$ cat src/rtl/present_pkg.sv
// rtl/present_pkg.sv - shared present type codes, scheduler states and type mapping
// Contents:
//   present_type_t     3-bit present type code (LIFE..BONUS), shared with presentsController
//   NUM_PRESENT_TYPES  number of valid type codes
//   sched_state_t      scheduler state register type, ST_* state constants
//   LFSR_MASK          Galois feedback mask for the game's 16-bit LFSRs
//   map_type()         folds a 3-bit raw roll onto the five valid type codes
package present_pkg;

   typedef enum logic [2:0] {
      PT_LIFE        = 3'd0,
      PT_SHIELD      = 3'd1,
      PT_FREEZE      = 3'd2,
      PT_DOUBLE_ROPE = 3'd3,
      PT_BONUS       = 3'd4
   } present_type_t;

   localparam int NUM_PRESENT_TYPES = 5;

   typedef logic [2:0] sched_state_t;
   localparam sched_state_t ST_IDLE     = 3'd0;
   localparam sched_state_t ST_ARMED    = 3'd1;
   localparam sched_state_t ST_DECIDE   = 3'd2;
   localparam sched_state_t ST_DROP     = 3'd3;
   localparam sched_state_t ST_COOLDOWN = 3'd4;

   localparam logic [15:0] LFSR_MASK = 16'hB400;

   // Raw values 5..7 wrap back to 0..2, so LIFE/SHIELD/FREEZE are slightly more likely.
   function automatic present_type_t map_type(input logic [2:0] traw);
      if (traw < 3'(NUM_PRESENT_TYPES))
         return present_type_t'(traw);
      else
         return present_type_t'(traw - 3'(NUM_PRESENT_TYPES));
   endfunction

endpackage

$ cat src/rtl/present_drop_scheduler_if.sv
// rtl/present_drop_scheduler_if.sv - ball-pop in / present-drop out bundle
// Signals:
//   ball_pop, ball_pop_x, ball_pop_y         pop event from ball/rope collision logic
//   dropPresent, nxt_present, drop_x, drop_y drop request to the presents controller
// Modports:
//   master  scheduler side (consumes pops, issues drops)
//   slave   environment side (issues pops, consumes drops)
interface present_drop_scheduler_if import present_pkg::*; #(
   parameter int XW = 11
);
   logic          ball_pop;
   logic [XW-1:0] ball_pop_x;
   logic [XW-1:0] ball_pop_y;
   logic          dropPresent;
   present_type_t nxt_present;
   logic [XW-1:0] drop_x;
   logic [XW-1:0] drop_y;

   modport master (
      input  ball_pop, ball_pop_x, ball_pop_y,
      output dropPresent, nxt_present, drop_x, drop_y
   );

   modport slave (
      output ball_pop, ball_pop_x, ball_pop_y,
      input  dropPresent, nxt_present, drop_x, drop_y
   );
endinterface

$ cat src/rtl/lfsr16.sv
// rtl/lfsr16.sv - free-running 16-bit Galois LFSR
// Ports:
//   clk     system clock
//   resetN  asynchronous active-low reset, loads SEED
//   q       current LFSR state, advances every clock
// SEED must be nonzero or the register locks at zero.
module lfsr16 import present_pkg::*; #(
   parameter logic [15:0] SEED = 16'hACE1,
   parameter logic [15:0] MASK = LFSR_MASK
) (
   input  logic        clk,
   input  logic        resetN,
   output logic [15:0] q
);

   always_ff @(posedge clk or negedge resetN) begin
      if (!resetN)
         q <= SEED;
      else
         q <= {1'b0, q[15:1]} ^ (q[0] ? MASK : 16'h0000);
   end

endmodule

$ cat src/rtl/present_drop_scheduler.sv
// rtl/present_drop_scheduler.sv - decides when and which present drops on a ball pop
// Ports:
//   clk, resetN    system clock, asynchronous active-low reset
//   enable         high while a level runs; low forces IDLE from the next edge
//   secClk         one-cycle pulse per second, paces the cooldown
//   slots_active   presents controller occupancy; 3'b111 means no free slot
//   cooldown_busy  high while in COOLDOWN
//   drop_count     drops issued this level, saturating at 255
//   bus            pop inputs and drop request outputs (master side)
module present_drop_scheduler import present_pkg::*; #(
   parameter int unsigned COOLDOWN_SEC = 3,
   parameter int unsigned DROP_THRESH  = 64,
   parameter logic [15:0] LFSR_SEED    = 16'hACE1,
   parameter int          XW           = 11
) (
   input  logic       clk,
   input  logic       resetN,
   input  logic       enable,
   input  logic       secClk,
   input  logic [2:0] slots_active,
   output logic       cooldown_busy,
   output logic [7:0] drop_count,
   present_drop_scheduler_if.master bus
);

   localparam logic [3:0] CD_INIT = 4'(COOLDOWN_SEC);
   localparam logic [8:0] THRESH  = 9'(DROP_THRESH);

   logic [15:0]   lfsr_w;
   logic          lfsr_unused;

   sched_state_t  state_q, state_d;
   logic [3:0]    cnt_q, cnt_d;

   // Pop snapshot taken in ARMED, consumed by DECIDE/DROP.
   logic [7:0]    roll_q;
   present_type_t type_q;
   logic [XW-1:0] px_q, py_q;

   logic          drop_q;
   present_type_t nxt_q;
   logic [XW-1:0] dx_q, dy_q;
   logic          busy_q;
   logic [7:0]    dcnt_q;

   lfsr16 #(.SEED(LFSR_SEED)) u_lfsr (
      .clk    (clk),
      .resetN (resetN),
      .q      (lfsr_w)
   );

   assign lfsr_unused = ^lfsr_w[15:11];

   always_comb begin
      state_d = state_q;
      cnt_d   = cnt_q;
      if (!enable) begin
         state_d = ST_IDLE;
         cnt_d   = 4'd0;
      end else begin
         case (state_q)
            ST_IDLE: begin
               // level-start grace period
               state_d = ST_COOLDOWN;
               cnt_d   = CD_INIT;
            end
            ST_COOLDOWN: begin
               // exit on zero regardless of secClk, so the count never wraps
               if (cnt_q == 4'd0)
                  state_d = ST_ARMED;
               else if (secClk)
                  cnt_d = cnt_q - 4'd1;
            end
            ST_ARMED: begin
               if (bus.ball_pop)
                  state_d = ST_DECIDE;
            end
            ST_DECIDE: begin
               if (({1'b0, roll_q} < THRESH) && (slots_active != 3'b111))
                  state_d = ST_DROP;
               else
                  state_d = ST_ARMED;
            end
            ST_DROP: begin
               state_d = ST_COOLDOWN;
               cnt_d   = CD_INIT;
            end
            default: begin
               state_d = ST_IDLE;
            end
         endcase
      end
   end

   always_ff @(posedge clk or negedge resetN) begin
      if (!resetN) begin
         state_q <= ST_IDLE;
         cnt_q   <= 4'd0;
         roll_q  <= 8'd0;
         type_q  <= PT_LIFE;
         px_q    <= '0;
         py_q    <= '0;
         drop_q  <= 1'b0;
         nxt_q   <= PT_LIFE;
         dx_q    <= '0;
         dy_q    <= '0;
         busy_q  <= 1'b0;
         dcnt_q  <= 8'd0;
      end else begin
         state_q <= state_d;
         cnt_q   <= cnt_d;

         if (state_q == ST_ARMED && bus.ball_pop) begin
            roll_q <= lfsr_w[7:0];
            type_q <= map_type(lfsr_w[10:8]);
            px_q   <= bus.ball_pop_x;
            py_q   <= bus.ball_pop_y;
         end

         busy_q <= (state_d == ST_COOLDOWN);
         // DROP lasts one cycle and always leaves, so the pulse cannot repeat.
         drop_q <= enable && (state_q == ST_DROP);

         if (!enable) begin
            dcnt_q <= 8'd0;
            nxt_q  <= PT_LIFE;
            dx_q   <= '0;
            dy_q   <= '0;
         end else if (state_q == ST_DROP) begin
            nxt_q <= type_q;
            dx_q  <= px_q;
            dy_q  <= py_q;
            if (dcnt_q != 8'hFF)
               dcnt_q <= dcnt_q + 8'd1;
         end
      end
   end

   assign bus.dropPresent = drop_q;
   assign bus.nxt_present = nxt_q;
   assign bus.drop_x      = dx_q;
   assign bus.drop_y      = dy_q;
   assign cooldown_busy   = busy_q;
   assign drop_count      = dcnt_q;

endmodule

$ cat src/flat_wrapper.sv
// flat-port wrapper written by rule: the top's interface ports become plain ports
module present_drop_scheduler_flat import present_pkg::*;
#(
   parameter int unsigned COOLDOWN_SEC = 3,
   parameter int unsigned DROP_THRESH  = 64,
   parameter logic [15:0] LFSR_SEED    = 16'hACE1,
   parameter int          XW           = 11
)
  (clk, resetN, enable, secClk, slots_active, cooldown_busy, drop_count, bus_ball_pop, bus_ball_pop_x, bus_ball_pop_y, bus_dropPresent, bus_nxt_present, bus_drop_x, bus_drop_y);
  present_drop_scheduler_if #(.XW(XW)) bus_i ();
  input  logic clk;
  input  logic resetN;
  input  logic enable;
  input  logic secClk;
  input  logic [2:0] slots_active;
  output logic cooldown_busy;
  output logic [7:0] drop_count;
  input wire logic [$bits(bus_i.ball_pop)-1:0] bus_ball_pop;
  input wire logic [$bits(bus_i.ball_pop_x)-1:0] bus_ball_pop_x;
  input wire logic [$bits(bus_i.ball_pop_y)-1:0] bus_ball_pop_y;
  output wire logic [$bits(bus_i.dropPresent)-1:0] bus_dropPresent;
  output wire logic [$bits(bus_i.nxt_present)-1:0] bus_nxt_present;
  output wire logic [$bits(bus_i.drop_x)-1:0] bus_drop_x;
  output wire logic [$bits(bus_i.drop_y)-1:0] bus_drop_y;
  assign bus_i.ball_pop = bus_ball_pop;
  assign bus_i.ball_pop_x = bus_ball_pop_x;
  assign bus_i.ball_pop_y = bus_ball_pop_y;
  assign bus_dropPresent = bus_i.dropPresent;
  assign bus_nxt_present = bus_i.nxt_present;
  assign bus_drop_x = bus_i.drop_x;
  assign bus_drop_y = bus_i.drop_y;
  present_drop_scheduler #(.COOLDOWN_SEC(COOLDOWN_SEC), .DROP_THRESH(DROP_THRESH), .LFSR_SEED(LFSR_SEED), .XW(XW)) u_core (.clk(clk), .resetN(resetN), .enable(enable), .secClk(secClk), .slots_active(slots_active), .cooldown_busy(cooldown_busy), .drop_count(drop_count), .bus(bus_i));
endmodule
$ cat config.mk
export PLATFORM = sky130hd
export DESIGN_NAME = present_drop_scheduler_flat
export DESIGN_NICKNAME = d
export VERILOG_FILES = /design/src/rtl/present_pkg.sv /design/src/rtl/present_drop_scheduler_if.sv /design/src/rtl/lfsr16.sv /design/src/rtl/present_drop_scheduler.sv /design/src/flat_wrapper.sv
export SDC_FILE = /design/constraint.sdc
export NUM_CORES = 1
export LEC_CHECK = 0
export CAP_MARGIN = 20
export CELL_PAD_IN_SITES_DETAIL_PLACEMENT = 0
export CELL_PAD_IN_SITES_GLOBAL_PLACEMENT = 1
export CORE_MARGIN = 1.5
export CORE_UTILIZATION = 37
export CTS_CLUSTER_DIAMETER = 150
export DETAILED_ROUTE_END_ITERATION = 8
export GPL_TIMING_DRIVEN = 0
export PLACE_DENSITY = 0.75
export RECOVER_POWER = 50
export SLEW_MARGIN = 10
export SYNTH_ARGS = -nofsm -noshare
export SYNTH_HDL_FRONTEND = slang
export SYNTH_SLANG_ARGS = --single-unit
export TNS_END_PERCENT = 1
$ cat constraint.sdc
create_clock -name clk -period 1.7 [get_ports clk]
set_clock_uncertainty 0.2 [all_clocks]
set_input_delay 0.34 -clock clk [delete_from_list [all_inputs] [get_ports clk]]
set_output_delay 0.34 -clock clk [all_outputs]
set_load 0.05 [all_outputs]
**Run 1: floorplan with the power grid**

Scale bar: 20 um. Pins as bars on the die edge. Tap cells in grey.
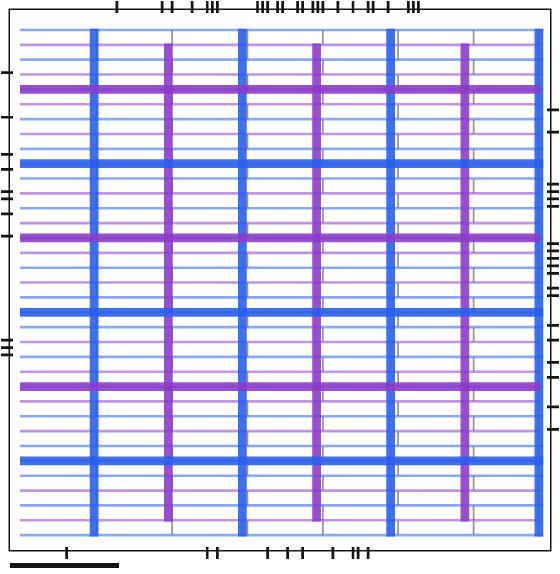
legend:
  blue:
    net: VSS
  purple:
    net: VDD
met1 rails: 35
rows: 34
met5 straps: 6
tap cells: 108
signal pins: 65

**Run 1: cell classes on the final placement**

Scale bar: 20 um.
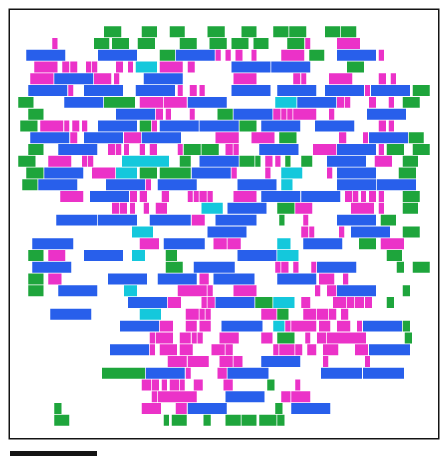
legend:
  magenta:
    class: remaining logic cells
    cells: 192
  green:
    class: remaining buffers and delay cells
    cells: 82
  cyan:
    class: clock drivers and dummy loads
    cells: 15
  blue:
    class: registers
    cells: 85
Post-Layout Inst Area: 4620 um^2
area of the core: 8810 um^2
sequential cell area share: 46.4%

==> run summary, run 1 <==
Results of the run.

The run finished, with violations left. The final reports fail on design-rule violations, negative setup slack. The overall die size recorded for this design is 9770 um^2. The horizontal die dimension reported for this design is 98.9 um. The script computed a power per unit cell area of 1110 nW/um^2. The largest share of the power goes to sequential cells. Ranked by flip-flop count, first place goes to u_core.u_lfsr.q. The mean number of vias per cell is 4.93. From the final report, the count of setup violators was given as 31.

The critical path launch point type is a flop. The global-route usage over all layers is between 10% and 20%. The number of flip-flops in the largest register is 16.

The critical path is of the reg -> reg type. The number of instances resized during post-cts repair is 153. The number of buffers inserted for hold repair after clock tree synthesis is 1. The sequential fraction of the synthesis area is between 60 and 70%. The layout sequential cell count is around 85. The global route stage reports its total congestion overflow as 0. Wires add up to 7270 um.

The met2 global-route usage is 25.9%. Detailed placement ended at an HPWL of 4820 um. Per the layout area report, the combinational gate area comes to 1310 um^2.

The number of global-route vias before repair is 2511. The layout summary lists the proportion of cells stronger than drive strength 1 as between 30% and 40%. After layout, the worst path uses 112% of the clock period.

Once routing completed, OpenROAD measured the worst setup slack at -0.204 ns. The count of placed standard cells including taps is 463. The final-layout setup total negative slack is -1.21 ns.

The dominant register cell in the synthesized netlist is dfrtp_1. The critical path endpoint has a required time of between 1.5 and 2 ns. The final core utilization is 52.5%. The total via count in the routed design is 2374. The report lists the number of standard-cell rows as 34.

The count of unresolved DRC violations after routing is 4. Per the final report, max-transition violations number 0. The number of warnings the tools reported is 30. In the synthesized netlist, the cells that appear most often are dfrtp_1, nand2_1, a21oi_1. The timing report notes that buffer and inverter cells on the critical path total 1. The top cell class by occupied area is registers. The initial detailed-routing violation count is ~91. Entering global routing, the biggest net connects 63 pins. TritonCTS built the clock tree. Logged for this run, the post-placement worst setup slack is -0.517 ns. The combinational power is 0.00112 W. The top cell types in the final layout, fill and taps aside, are dfrtp_1, nand2_1, a21oi_1, clkdlybuf4s50_1, clkdlybuf4s15_2.
**Run 1: routed clock nets over the placement**

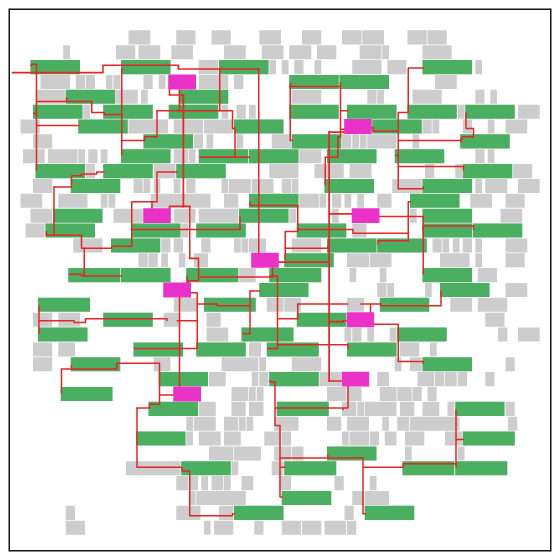
legend:
  green:
    item: flip-flops
    count: 85
  magenta:
    item: clock-net drivers
    count: 9
  red:
    item: clock wires
    length: 1040 um
routed clock nets: 10
P_clk: 0.00143 W
part of the total power dissipated in the clock network: 28.0%
clk ins delay skew pair: 0.35 ns

run 1: worst register-to-register path, cell delays in order (launching register included):
cell and delay, ns:
dfrtp_1 0.39, inv_2 0.07, ha_4 0.15, and4bb_2 0.25, o31a_1 0.35, a2111o_1 0.38, nand2_1 0.06
run 1: final timing paths:
check	startpoint	to	slack (ns)	cells past startpoint
worst max register to register	u_core.cnt_q[1]	u_core.cnt_q[2]	-0.20	6
worst max-delay path	u_core.cnt_q[1]	u_core.cnt_q[2]	-0.20	6
max in group asynchronous	resetN	u_core.u_lfsr.q[15]	0.16	3
worst min-delay path	enable	u_core.state_q[0]	0.15	2
worst min register to register	u_core.u_lfsr.q[2]	u_core.u_lfsr.q[1]	0.16	0
min in group asynchronous	resetN	u_core.drop_count[6]	0.36	2
**Run 1: routing congestion map**

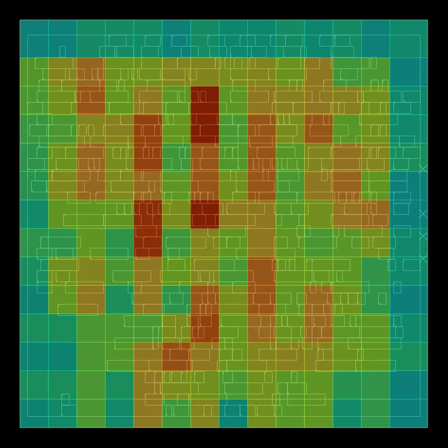

==> run 1 -> run 2 <==
CORE_MARGIN = 4   (was 1.5)
**Run 2: routing congestion map**

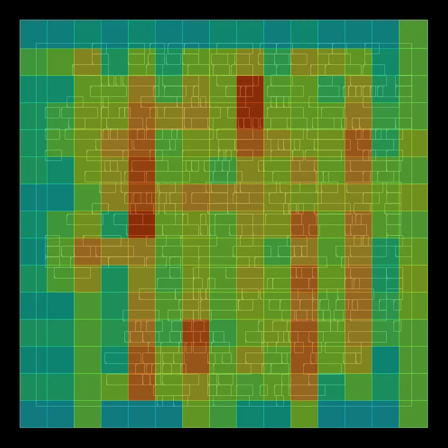
met3 track demand over resource: 3.17%
drt wl/cell: 14.7 um
met1 Track Usage GR: 17.7%
Total Routing Usage GR: 13.9%

**Run 2: floorplan with the power grid**

Scale bar: 20 um. Pins as bars on the die edge. Tap cells in grey.
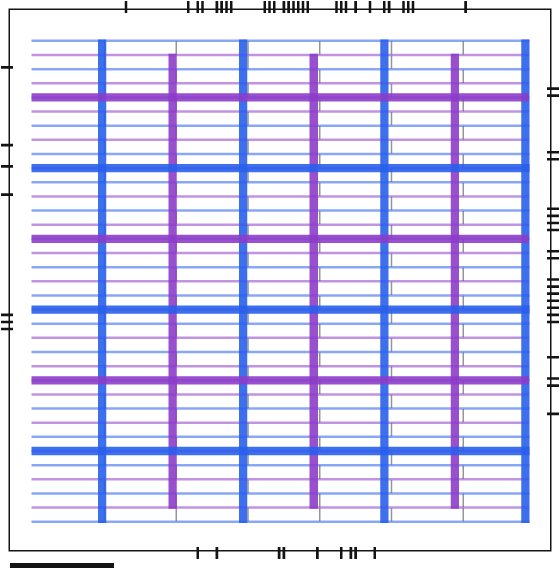
legend:
  purple:
    net: VDD
  blue:
    net: VSS
met4 straps: 7
met5 straps: 6

**Run 2: routed metal, one colour a layer**

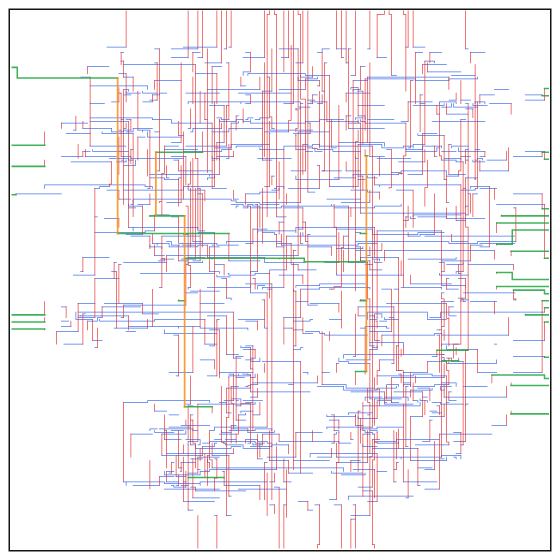
legend:
  red:
    layer: M2
    wire_length: 3500 um
  green:
    layer: M3
    wire_length: 260 um
  orange:
    layer: M4
    wire_length: 120 um
  blue:
    layer: M1
    wire_length: 3220 um

==> run 2 against run 1 <==
The flow finishes with violations (negative setup slack). Largest power group unchanged. Design area shrank 0.43%. Critical path depth is the same. Synthesized area is the same. Global-route usage shrank 1.9 points. Total power grew 3.9%. Flip-flop count is the same. Highest routed layer unchanged. Combinational power shrank 8%. Die area grew 10%. Worst setup slack gained 0.019 ns. Sequential share of layout area grew 0.20 points. Hold slack gained 0.0035 ns.
==> run summary, run 2 <==
Results of the run.

Outcome: finished with violations (unchanged). Failing checks: negative setup slack (was design-rule violations, negative setup slack). The clock latency on the worst-skew pair is 0.35 ns (about the same). The total via count in the routed design is 2394 (was 2374). The CTS tree is done (unchanged). The max-slew violation total from the final report is 0 (unchanged). The count of placed standard cells including taps came to 463 (unchanged). The setup-violating endpoint count in the final report is 30 (was 31). The endpoint of the worst hold path is u_core.u_lfsr.q[2] (was u_core.state_q[0]). The hold-critical path depth is 0 (was 2). The mean number of vias per cell is 4.97 (was 4.93).

The register ranked first by flip-flop count was u_core.u_lfsr.q (unchanged). The number of placement rows is 34 (unchanged). The number of global-route vias before repair came to 2454 (was 2511).

The dominant register cell in the synthesized netlist was dfrtp_1 (unchanged). The met2 global-route usage is 22.8% (was 25.9%). The combinational gate area is 1260 um^2 (was 1310 um^2). The flop share of the area is 46.6% (was 46.4%). The type of the setup path with the least slack is reg -> reg (unchanged). The post-detailed-placement half-perimeter wirelength is 4850 um (was 4820 um). Top post-synthesis cells by count: dfrtp_1, nand2_1, a21oi_1 (unchanged). The final worst slack is -0.185 ns (was -0.204 ns). The capture point of the worst reg-to-reg path is u_core.cnt_q[2] (unchanged).
## run 2: metrics by stage
step	util, %	instance area, um^2	power [W]	setup WS, ns
CTS	51.7	4580	0.00533	-0.179
detailed placement	47.5	4210	0.00346	-0.539
global placement	47.2	4180	0.00342	-3.26
global route	52.0	4600	0.00560	-0.235
floorplan	-	3410	0.00317	-0.0667
finish	52.0	4600	0.00531	-0.185
## run 2: power breakdown
group / switching (W) / leakage (nW) / total [W] / internal (W)
sequential: 0.000197 / 1.11 / 0.00255 / 0.00235
clock: 0.000719 / 0.123 / 0.00173 / 0.00102
combinational: 0.000439 / 0.779 / 0.00103 / 0.000591
total: 0.00135 / 2.01 / 0.00531 / 0.00396
**Run 2: routed clock nets over the placement**

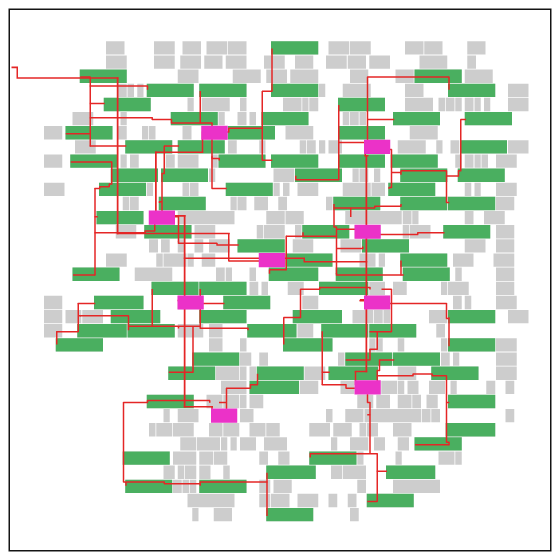

==> run 2 -> run 3 <==
ABC_CLOCK_PERIOD_IN_PS = 1700   (was unset)
PLACE_DENSITY = 0.74   (was 0.75)
SYNTH_HIERARCHICAL = 1   (was unset)
**Run 3: routed clock nets over the placement**

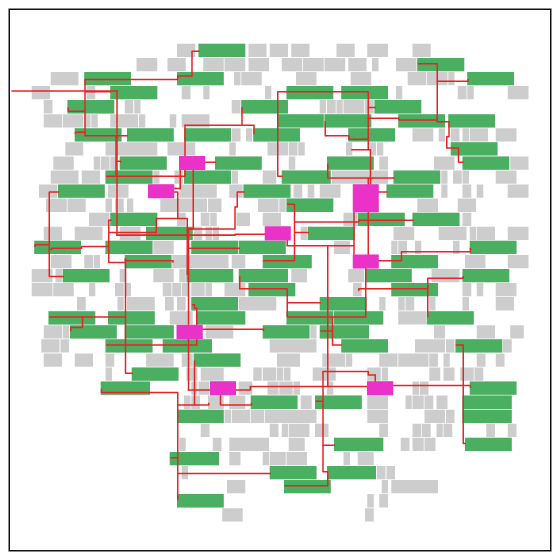
legend:
  magenta:
    item: clock-net drivers
    count: 9
  green:
    item: flip-flops
    count: 85
  red:
    item: clock wires
    length: 1030 um
routed clock nets: 10

**Run 3: routing congestion map**

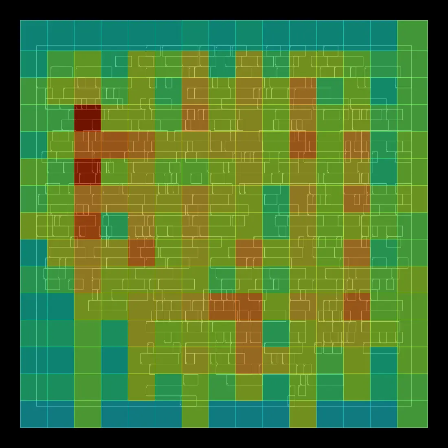
Total Routing Usage GR: 13.9%
Most Used Layer, Global Route: met2
drt wl/cell: 15.5 um
met1 Track Usage GR: 19.7%

**Run 3: floorplan with the power grid**

Scale bar: 20 um. Pins as bars on the die edge. Tap cells in grey.
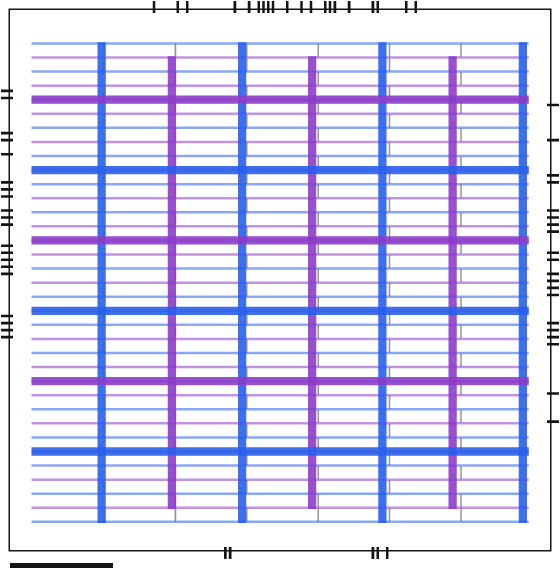
legend:
  blue:
    net: VSS
  purple:
    net: VDD
met4 straps: 7
tap cells: 108
signal pins: 65
met1 rails: 35
met5 straps: 6

==> run 3 against run 2 <==
The flow still finishes with violations (negative setup slack). Sequential share of layout area down 0.30 points. Synthesized area up 1.1%. Non-clock buffer count up 3. Die area up 1.0%. Critical path depth down 2. Largest cell class unchanged.
==> run summary, run 3 <==
Results of the run.

Outcome: finished with violations (unchanged). Failing checks: negative setup slack (unchanged). The count of placed standard cells including taps is 462 (was 463). The placeable core region is 8890 um^2 (was 8850 um^2). The final worst slack is -0.000464 ns (was -0.185 ns). The setup slack after placement came to -0.417 ns (was -0.539 ns).

The met2 global-route usage is 21.0% (was 22.8%). The total power is 0.00532 W (was 0.00531 W). The flop share of the area is 46.3% (was 46.6%).

The data required time at the worst endpoint is 1.74 ns (was 1.79 ns). The dominant register cell in the synthesized netlist was dfrtp_1 (unchanged). The number of buffers inserted for hold repair after clock tree synthesis is 1 (unchanged).

The critical path launch point type is a flop (unchanged). The final-layout setup total negative slack was -0.000464 ns (was -1.06 ns). The area of the die is 10900 um^2 (was 10800 um^2).

Top post-synthesis cells by count: dfrtp_1, nand2_1, a21oi_1 (unchanged). The layout sequential cell count is 85 (unchanged). The total via count in the routed design is 2389 (was 2394). The final period utilization is 100% (was 111%). The power density normalized to cell area came to 1150 nW/um^2 (about the same). The share of post-route cells with drive strength above 1 is 32.1% (was 31.3%). The post-detailed-placement half-perimeter wirelength was 4990 um (was 4850 um). The number of instances resized during post-cts repair is 132 (was 144). The number of global-route vias before repair is 2459 (was 2454).

The count of unresolved DRC violations after routing is 0 (unchanged). The placed cell area is 4250 um^2 (was 4210 um^2). The final non-filler cell area is 4640 um^2 (was 4600 um^2).

The type of the setup path with the least slack is reg -> reg (unchanged). The number of placement rows came to 34 (unchanged). The final core utilization is 52.1% (was 52.0%).

The number of warnings the tools reported is 29 (was 30). Most frequently placed logic cells in the final layout: dfrtp_1, nand2_1, a21oi_1, clkdlybuf4s50_1, clkdlybuf4s15_2 (unchanged). The number of flip-flops in the largest register is 16 (unchanged). The register ranked first by flip-flop count is u_core/u_lfsr/q (was u_core.u_lfsr.q). The width of the die is 104 um (about the same). The sequential fraction of the synthesis area was 62.2% (was 62.9%). The initial detailed-routing violation count is 47 (was 72). The setup-violating endpoint count in the final report was 1 (was 30). The buffer and inverter count on the worst path is 2 (was 1). The total detailed-routing wirelength is 7510 um (was 7100 um).
run 3: worst paths after layout:
path / startpoint / endpoint / slack [ns] / cells after the start
max: u_core/state_q[1] / u_core/px_q[4] / -0.0005 / 4
min: u_core/u_lfsr/q[3] / u_core/u_lfsr/q[2] / 0.16 / 0
max reg2reg: u_core/state_q[1] / u_core/px_q[4] / -0.0005 / 4
min reg2reg: u_core/u_lfsr/q[3] / u_core/u_lfsr/q[2] / 0.16 / 0
max in group asynchronous: resetN / u_core/u_lfsr/q[13] / 0.10 / 3
min in group asynchronous: resetN / u_core/px_q[6] / 0.41 / 2
run 3: where the power goes:
part / internal [W] / switching, W
clock network: 0.000829 / 0.000720
registers: 0.00236 / 0.000202
logic: 0.000700 / 0.000516
Power is estimated from default activity; no workload was simulated.
